**src/rtl/mem_refill_ctrl_if.sv**
```systemverilog
// Cache-side request/response and word-wide memory bus of the refill controller.
interface mem_refill_ctrl_if #(
  parameter int WORD_WIDTH      = 32,
  parameter int WORDS_PER_BLOCK = 4,
  parameter int ADDR_WIDTH      = 32
);
  logic                                  req_valid;
  logic                                  req_ready;
  logic                                  req_fill;
  logic                                  req_wb;
  logic [ADDR_WIDTH-1:0]                 req_addr;
  logic [ADDR_WIDTH-1:0]                 req_wb_addr;
  logic [WORD_WIDTH*WORDS_PER_BLOCK-1:0] req_wdata;
  logic                                  resp_valid;
  logic [WORD_WIDTH*WORDS_PER_BLOCK-1:0] resp_rdata;
  logic                                  mem_en;
  logic                                  mem_we;
  logic [ADDR_WIDTH-1:0]                 mem_addr;
  logic [WORD_WIDTH-1:0]                 mem_wdata;
  logic [WORD_WIDTH-1:0]                 mem_rdata;
  logic                                  mem_ack;

  // controller view
  modport slave (
    input  req_valid, req_fill, req_wb, req_addr, req_wb_addr, req_wdata,
    input  mem_rdata, mem_ack,
    output req_ready, resp_valid, resp_rdata,
    output mem_en, mem_we, mem_addr, mem_wdata
  );

  // cache + memory environment view
  modport master (
    output req_valid, req_fill, req_wb, req_addr, req_wb_addr, req_wdata,
    output mem_rdata, mem_ack,
    input  req_ready, resp_valid, resp_rdata,
    input  mem_en, mem_we, mem_addr, mem_wdata
  );
endinterface

```
**src/rtl/mem_refill_ctrl.sv**
```systemverilog
// Block refill / write-back sequencer between data cache and word-wide memory.
// Optional MEM_CTRL_PERF_CNT_EN adds transaction and busy-cycle counters.
module mem_refill_ctrl #(
  parameter int WORD_WIDTH      = 32,
  parameter int WORDS_PER_BLOCK = 4,
  parameter int ADDR_WIDTH      = 32
) (
  input logic              clk,
  input logic              reset,
  mem_refill_ctrl_if.slave bus
`ifdef MEM_CTRL_PERF_CNT_EN
  ,
  output logic [31:0]      perf_txn_cnt,
  output logic [31:0]      perf_busy_cnt
`endif
);
  localparam int IW = $clog2(WORDS_PER_BLOCK);
  localparam logic [ADDR_WIDTH-1:0] BASE_MASK = ~ADDR_WIDTH'(WORDS_PER_BLOCK*4-1);

  typedef enum logic [1:0] {IDLE, WB, FILL, RESP} state_e;
  typedef logic [WORDS_PER_BLOCK-1:0][WORD_WIDTH-1:0] blk_t;

  state_e                state_q, state_d;
  logic [IW-1:0]         idx_q, idx_d;
  logic                  fill_q, fill_d;
  logic [ADDR_WIDTH-1:0] fill_base_q, fill_base_d;
  logic [ADDR_WIDTH-1:0] wb_base_q, wb_base_d;
  blk_t                  wdata_q, wdata_d;
  blk_t                  rdata_q, rdata_d;
  logic                  mem_en_q, mem_en_d;
  logic                  mem_we_q, mem_we_d;
  logic [ADDR_WIDTH-1:0] mem_addr_q, mem_addr_d;
  logic [WORD_WIDTH-1:0] mem_wdata_q, mem_wdata_d;
  logic                  resp_valid_q, resp_valid_d;

  blk_t          req_blk;
  logic          last_word;
  logic [IW-1:0] idx_nxt;

  assign req_blk   = bus.req_wdata;
  assign last_word = (idx_q == IW'(WORDS_PER_BLOCK-1));
  assign idx_nxt   = idx_q + 1'b1;

  // Base has its offset bits cleared, so OR-ing the word offset is an add.
  function automatic logic [ADDR_WIDTH-1:0] word_addr(input logic [ADDR_WIDTH-1:0] base,
                                                      input logic [IW-1:0] i);
    return base | ADDR_WIDTH'({i, 2'b00});
  endfunction

  always_comb begin
    state_d      = state_q;
    idx_d        = idx_q;
    fill_d       = fill_q;
    fill_base_d  = fill_base_q;
    wb_base_d    = wb_base_q;
    wdata_d      = wdata_q;
    rdata_d      = rdata_q;
    mem_en_d     = mem_en_q;
    mem_we_d     = mem_we_q;
    mem_addr_d   = mem_addr_q;
    mem_wdata_d  = mem_wdata_q;
    resp_valid_d = 1'b0;
    unique case (state_q)
      IDLE: begin
        if (bus.req_valid && (bus.req_wb || bus.req_fill)) begin
          fill_d      = bus.req_fill;
          fill_base_d = bus.req_addr & BASE_MASK;
          wb_base_d   = bus.req_wb_addr & BASE_MASK;
          wdata_d     = req_blk;
          idx_d       = '0;
          mem_en_d    = 1'b1;
          if (bus.req_wb) begin
            state_d     = WB;
            mem_we_d    = 1'b1;
            mem_addr_d  = bus.req_wb_addr & BASE_MASK;
            mem_wdata_d = req_blk[0];
          end else begin
            state_d    = FILL;
            mem_we_d   = 1'b0;
            mem_addr_d = bus.req_addr & BASE_MASK;
          end
        end
      end
      WB: begin
        if (bus.mem_ack) begin
          if (!last_word) begin
            idx_d       = idx_nxt;
            mem_addr_d  = word_addr(wb_base_q, idx_nxt);
            mem_wdata_d = wdata_q[idx_nxt];
          end else if (fill_q) begin
            state_d    = FILL;
            idx_d      = '0;
            mem_we_d   = 1'b0;
            mem_addr_d = fill_base_q;
          end else begin
            state_d      = RESP;
            mem_en_d     = 1'b0;
            mem_we_d     = 1'b0;
            resp_valid_d = 1'b1;
          end
        end
      end
      FILL: begin
        if (bus.mem_ack) begin
          rdata_d[idx_q] = bus.mem_rdata;
          if (!last_word) begin
            idx_d      = idx_nxt;
            mem_addr_d = word_addr(fill_base_q, idx_nxt);
          end else begin
            state_d      = RESP;
            mem_en_d     = 1'b0;
            resp_valid_d = 1'b1;
          end
        end
      end
      RESP:    state_d = IDLE;
      default: state_d = IDLE;
    endcase
  end

  always_ff @(posedge clk or negedge reset) begin
    if (!reset) begin
      state_q      <= IDLE;
      idx_q        <= '0;
      fill_q       <= 1'b0;
      fill_base_q  <= '0;
      wb_base_q    <= '0;
      wdata_q      <= '0;
      rdata_q      <= '0;
      mem_en_q     <= 1'b0;
      mem_we_q     <= 1'b0;
      mem_addr_q   <= '0;
      mem_wdata_q  <= '0;
      resp_valid_q <= 1'b0;
    end else begin
      state_q      <= state_d;
      idx_q        <= idx_d;
      fill_q       <= fill_d;
      fill_base_q  <= fill_base_d;
      wb_base_q    <= wb_base_d;
      wdata_q      <= wdata_d;
      rdata_q      <= rdata_d;
      mem_en_q     <= mem_en_d;
      mem_we_q     <= mem_we_d;
      mem_addr_q   <= mem_addr_d;
      mem_wdata_q  <= mem_wdata_d;
      resp_valid_q <= resp_valid_d;
    end
  end

  assign bus.req_ready  = (state_q == IDLE);
  assign bus.resp_valid = resp_valid_q;
  assign bus.resp_rdata = rdata_q;
  assign bus.mem_en     = mem_en_q;
  assign bus.mem_we     = mem_we_q;
  assign bus.mem_addr   = mem_addr_q;
  assign bus.mem_wdata  = mem_wdata_q;

`ifdef MEM_CTRL_PERF_CNT_EN
  logic [31:0] txn_cnt_q, txn_cnt_d;
  logic [31:0] busy_cnt_q, busy_cnt_d;

  always_comb begin
    txn_cnt_d  = txn_cnt_q + 32'(state_q == RESP);
    busy_cnt_d = busy_cnt_q + 32'(state_q != IDLE);
  end

  always_ff @(posedge clk or negedge reset) begin
    if (!reset) begin
      txn_cnt_q  <= '0;
      busy_cnt_q <= '0;
    end else begin
      txn_cnt_q  <= txn_cnt_d;
      busy_cnt_q <= busy_cnt_d;
    end
  end

  assign perf_txn_cnt  = txn_cnt_q;
  assign perf_busy_cnt = busy_cnt_q;
`endif
endmodule
```
**src/flat_wrapper.sv**
```systemverilog
// flat-port wrapper written by rule: the top's interface ports become plain ports
module mem_refill_ctrl_flat 
#(
  parameter int WORD_WIDTH      = 32,
  parameter int WORDS_PER_BLOCK = 4,
  parameter int ADDR_WIDTH      = 32
)
  (clk, reset, bus_req_valid, bus_req_fill, bus_req_wb, bus_req_addr, bus_req_wb_addr, bus_req_wdata, bus_mem_rdata, bus_mem_ack, bus_req_ready, bus_resp_valid, bus_resp_rdata, bus_mem_en, bus_mem_we, bus_mem_addr, bus_mem_wdata);
  mem_refill_ctrl_if #(.WORD_WIDTH(WORD_WIDTH), .WORDS_PER_BLOCK(WORDS_PER_BLOCK), .ADDR_WIDTH(ADDR_WIDTH)) bus_i ();
  input logic clk;
  input logic reset;
  input wire logic [$bits(bus_i.req_valid)-1:0] bus_req_valid;
  input wire logic [$bits(bus_i.req_fill)-1:0] bus_req_fill;
  input wire logic [$bits(bus_i.req_wb)-1:0] bus_req_wb;
  input wire logic [$bits(bus_i.req_addr)-1:0] bus_req_addr;
  input wire logic [$bits(bus_i.req_wb_addr)-1:0] bus_req_wb_addr;
  input wire logic [$bits(bus_i.req_wdata)-1:0] bus_req_wdata;
  input wire logic [$bits(bus_i.mem_rdata)-1:0] bus_mem_rdata;
  input wire logic [$bits(bus_i.mem_ack)-1:0] bus_mem_ack;
  output wire logic [$bits(bus_i.req_ready)-1:0] bus_req_ready;
  output wire logic [$bits(bus_i.resp_valid)-1:0] bus_resp_valid;
  output wire logic [$bits(bus_i.resp_rdata)-1:0] bus_resp_rdata;
  output wire logic [$bits(bus_i.mem_en)-1:0] bus_mem_en;
  output wire logic [$bits(bus_i.mem_we)-1:0] bus_mem_we;
  output wire logic [$bits(bus_i.mem_addr)-1:0] bus_mem_addr;
  output wire logic [$bits(bus_i.mem_wdata)-1:0] bus_mem_wdata;
  assign bus_i.req_valid = bus_req_valid;
  assign bus_i.req_fill = bus_req_fill;
  assign bus_i.req_wb = bus_req_wb;
  assign bus_i.req_addr = bus_req_addr;
  assign bus_i.req_wb_addr = bus_req_wb_addr;
  assign bus_i.req_wdata = bus_req_wdata;
  assign bus_i.mem_rdata = bus_mem_rdata;
  assign bus_i.mem_ack = bus_mem_ack;
  assign bus_req_ready = bus_i.req_ready;
  assign bus_resp_valid = bus_i.resp_valid;
  assign bus_resp_rdata = bus_i.resp_rdata;
  assign bus_mem_en = bus_i.mem_en;
  assign bus_mem_we = bus_i.mem_we;
  assign bus_mem_addr = bus_i.mem_addr;
  assign bus_mem_wdata = bus_i.mem_wdata;
  mem_refill_ctrl #(.WORD_WIDTH(WORD_WIDTH), .WORDS_PER_BLOCK(WORDS_PER_BLOCK), .ADDR_WIDTH(ADDR_WIDTH)) u_core (.clk(clk), .reset(reset), .bus(bus_i));
endmodule
```
**config.mk**
```make
export PLATFORM = sky130hd
export DESIGN_NAME = mem_refill_ctrl_flat
export DESIGN_NICKNAME = d
export VERILOG_FILES = /design/src/rtl/mem_refill_ctrl_if.sv /design/src/rtl/mem_refill_ctrl.sv /design/src/flat_wrapper.sv
export SDC_FILE = /design/constraint.sdc
export NUM_CORES = 1
export LEC_CHECK = 0
export CORE_ASPECT_RATIO = 1.4
export CORE_UTILIZATION = 55
export CTS_BUF_LIST = sky130_fd_sc_hd__clkbuf_2
export CTS_CLUSTER_SIZE = 14
export DETAILED_ROUTE_END_ITERATION = 6
export HOLD_SLACK_MARGIN = 0.08
export PLACE_DENSITY = 0.93
export SLEW_MARGIN = 40
export SYNTH_ARGS = -nofsm -noshare
export SYNTH_HDL_FRONTEND = slang
export SYNTH_SLANG_ARGS = --single-unit
```
**constraint.sdc**
```tcl
create_clock -name clk -period 3.8 [get_ports clk]
set_input_delay 0.57 -clock clk [delete_from_list [all_inputs] [get_ports clk]]
set_output_delay 0.57 -clock clk [all_outputs]
set_load 0.01 [all_outputs]
```
==> impl_metrics.ini <==
; implementation run metrics
[routing]
postRouteAntennaNets = 0
routed_via_density = 5.60
drc_errors = 0
wl_met2_um = 23200
first_pass_iters = 5
met1_length_um = 14700

[logic_synthesis]
netlist.area_leader.share_pct = 57.5
synth_adder_area_share_pct = 0.832
yosys.area.top_type = dfrtp_1
edf_count = 0
synthCells = 1124
synthFlopType = dfrtp_1
synth_cell_type_count = 27

[floorplanning]
boundaryPins = 426
die_area_um2 = 30800
die_h_um = 207

[job]
maxCapViolCount = 0
tool_warnings = 43

[cts]
postCtsSetupBuffers = 0
cts_max_level = 3
cts_max_path_buffers = 3
ctsHoldBuffers = 1
post_cts_resized = 0

[pwr]
irDropWorstVdd_mv = 0.426

[global_routing]
grt_usage_pct = 28.2

[placement]
place_inst = 1865
pre_cts_ws_ns = 0.990
numPortBuffers = 415

[final_timing]
tns_ns = 0
hold_violations = 0
fin_crit_ns = 3.15

[critical_path]
cp-end-kind = output pin
cp_max_fo = 8
arrival_ns = 2.58

[hold_path]
hold_path_class = input port to async pin

[outcome]
run_status = complete, no violations

[cells_and_area]
final_cells = 2030
syn2layout_area_growth_pct = 32.8
[worst max-delay path, stage by stage (launching register included)]
cell and delay, ns:
dfrtp_1 0.41, inv_1 0.18, ha_1 0.39, clkdlybuf4s50_1 0.69
[flip-flops by register name, indices dropped and copies added, names as in the netlist]
register / count
u_core.bus.mem_addr: 29
u_core.bus.mem_en: 1
u_core.bus.mem_wdata: 32
u_core.bus.mem_we: 1
u_core.bus.resp_rdata: 128
u_core.bus.resp_valid: 1
u_core.fill_base_q: 28
u_core.fill_q: 1
u_core.idx_q: 1
u_core.state_q: 2
u_core.wb_base_q: 28
u_core.wdata_q: 128
[cells by family after synthesis]
family	count (synthesis)
other	1
multiplexers	440
flip-flops	380
AND/OR/NAND/NOR	73
adder cells (fa/ha/maj)	11
AND-OR/OR-AND	132
buffers and inverters	87
[layout by cell type, fill, tap and decap left out, drive strengths merged]
cell | Yosys | layout
o21ai | 6 | 6
conb | 1 | 2
nor2b | 30 | 30
inv | 7 | 10
a21oi | 63 | 63
clkdlybuf4s50 | 0 | 413
clkinv | 0 | 23
nand2 | 2 | 2
a22oi | 28 | 28
clkbuf | 20 | 126
nor2 | 35 | 35
a211oi | 28 | 28
mux2 | 370 | 370
dlygate4sd3 | 0 | 1
a221oi | 1 | 1
nand2b | 1 | 1
o2111a | 1 | 1
o211ai | 5 | 5
bufinv | 0 | 2
and2 | 1 | 1
dfrtp | 380 | 380
clkinvlp | 0 | 1
buf | 60 | 27
mux2i | 38 | 38
nand3 | 4 | 4
ha | 11 | 11
diode | 0 | 9
mux4 | 32 | 32
[metrics by stage]
stage	area, um^2	hold slack [ns]	power (mW)
floorplan	16500	0.274	12.1
global placement	21100	0.482	15.3
detailed placement	21100	0.488	15.9
CTS	21900	0.0838	18.5
global route	22000	0.132	19.5
finish	22000	0.144	18.4
[power by group]
group          switching (mW)  internal (mW)  leakage [nW]
Clock                    1.61           1.02         0.603
Sequential               1.09           6.06          4.57
Combinational            3.61           4.99          4.20
Total                    6.31           12.1          9.37
[worst paths after layout]
path	from	to	slack, ns	cells after the start
worst max-delay path	u_core.state_q[1]$_DFFE_PN0P_	bus_req_ready	0.65	3
worst min-delay path	reset	u_core.bus.mem_wdata[25]$_DFFE_PN0P_	0.14	2
worst max register to register	u_core.idx_q[0]$_DFFE_PN0P_	u_core.bus.mem_addr[18]$_DFFE_PN0P_	1.00	7
worst min register to register	u_core.wdata_q[97]$_DFFE_PN0P_	u_core.wdata_q[97]$_DFFE_PN0P_	0.51	1
max in group asynchronous	reset	u_core.bus.resp_rdata[72]$_DFFE_PN0P_	2.56	4
min in group clk	bus_req_wdata[109]	u_core.wdata_q[109]$_DFFE_PN0P_	0.23	2
[final cells by class]
cell class	count	area (um^2)	area share (%)
tap	380	475	2.17
timing repair buffer	441	4430	20.2
inverter	7	26.3	0.120
clock inverter	29	166	0.758
multi-input combinational	658	6690	30.5
clock buffer	126	631	2.87
sequential	380	9510	43.3
antenna	9	22.5	0.103
[per-layer routing]
| layer | global-route usage (%) | vias up |
|---|---|---|
| li1 | - | 5071 |
| met1 | 29.9 | 5793 |
| met2 | 50.9 | 410 |
| met3 | 6.48 | 99 |
| met4 | 15.1 | 0 |
| met5 | 0 | - |
met4.png
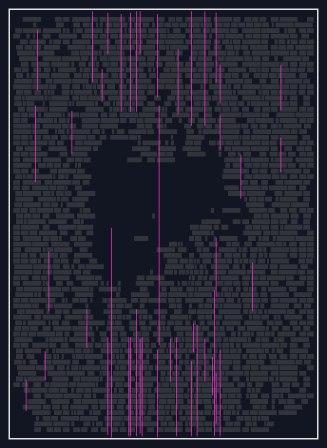
main direction = vertical
nets with wire on the layer = 38
Vias: 11.4k
final wirelength: 42100 um

clock_map.png
Bar = 50 um.
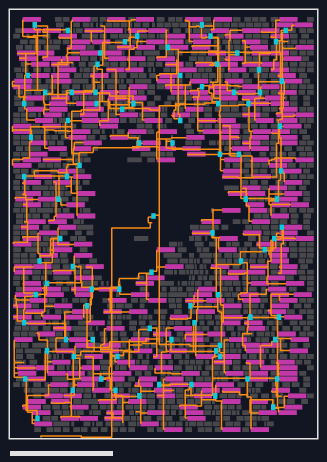
cells driving clock nets -> cyan  # count 88
clock wires -> orange  # length 4990 um
flip-flops -> magenta  # count 380
routed clock nets = 89
flops lie = widely spread
Power Clock: 2.63 mW
Clock Skew: 0.0469 ns
clk ins delay skew pair: 0.95 ns
Clk pwr share: 14.3%

Power is estimated from default activity; no workload was simulated.
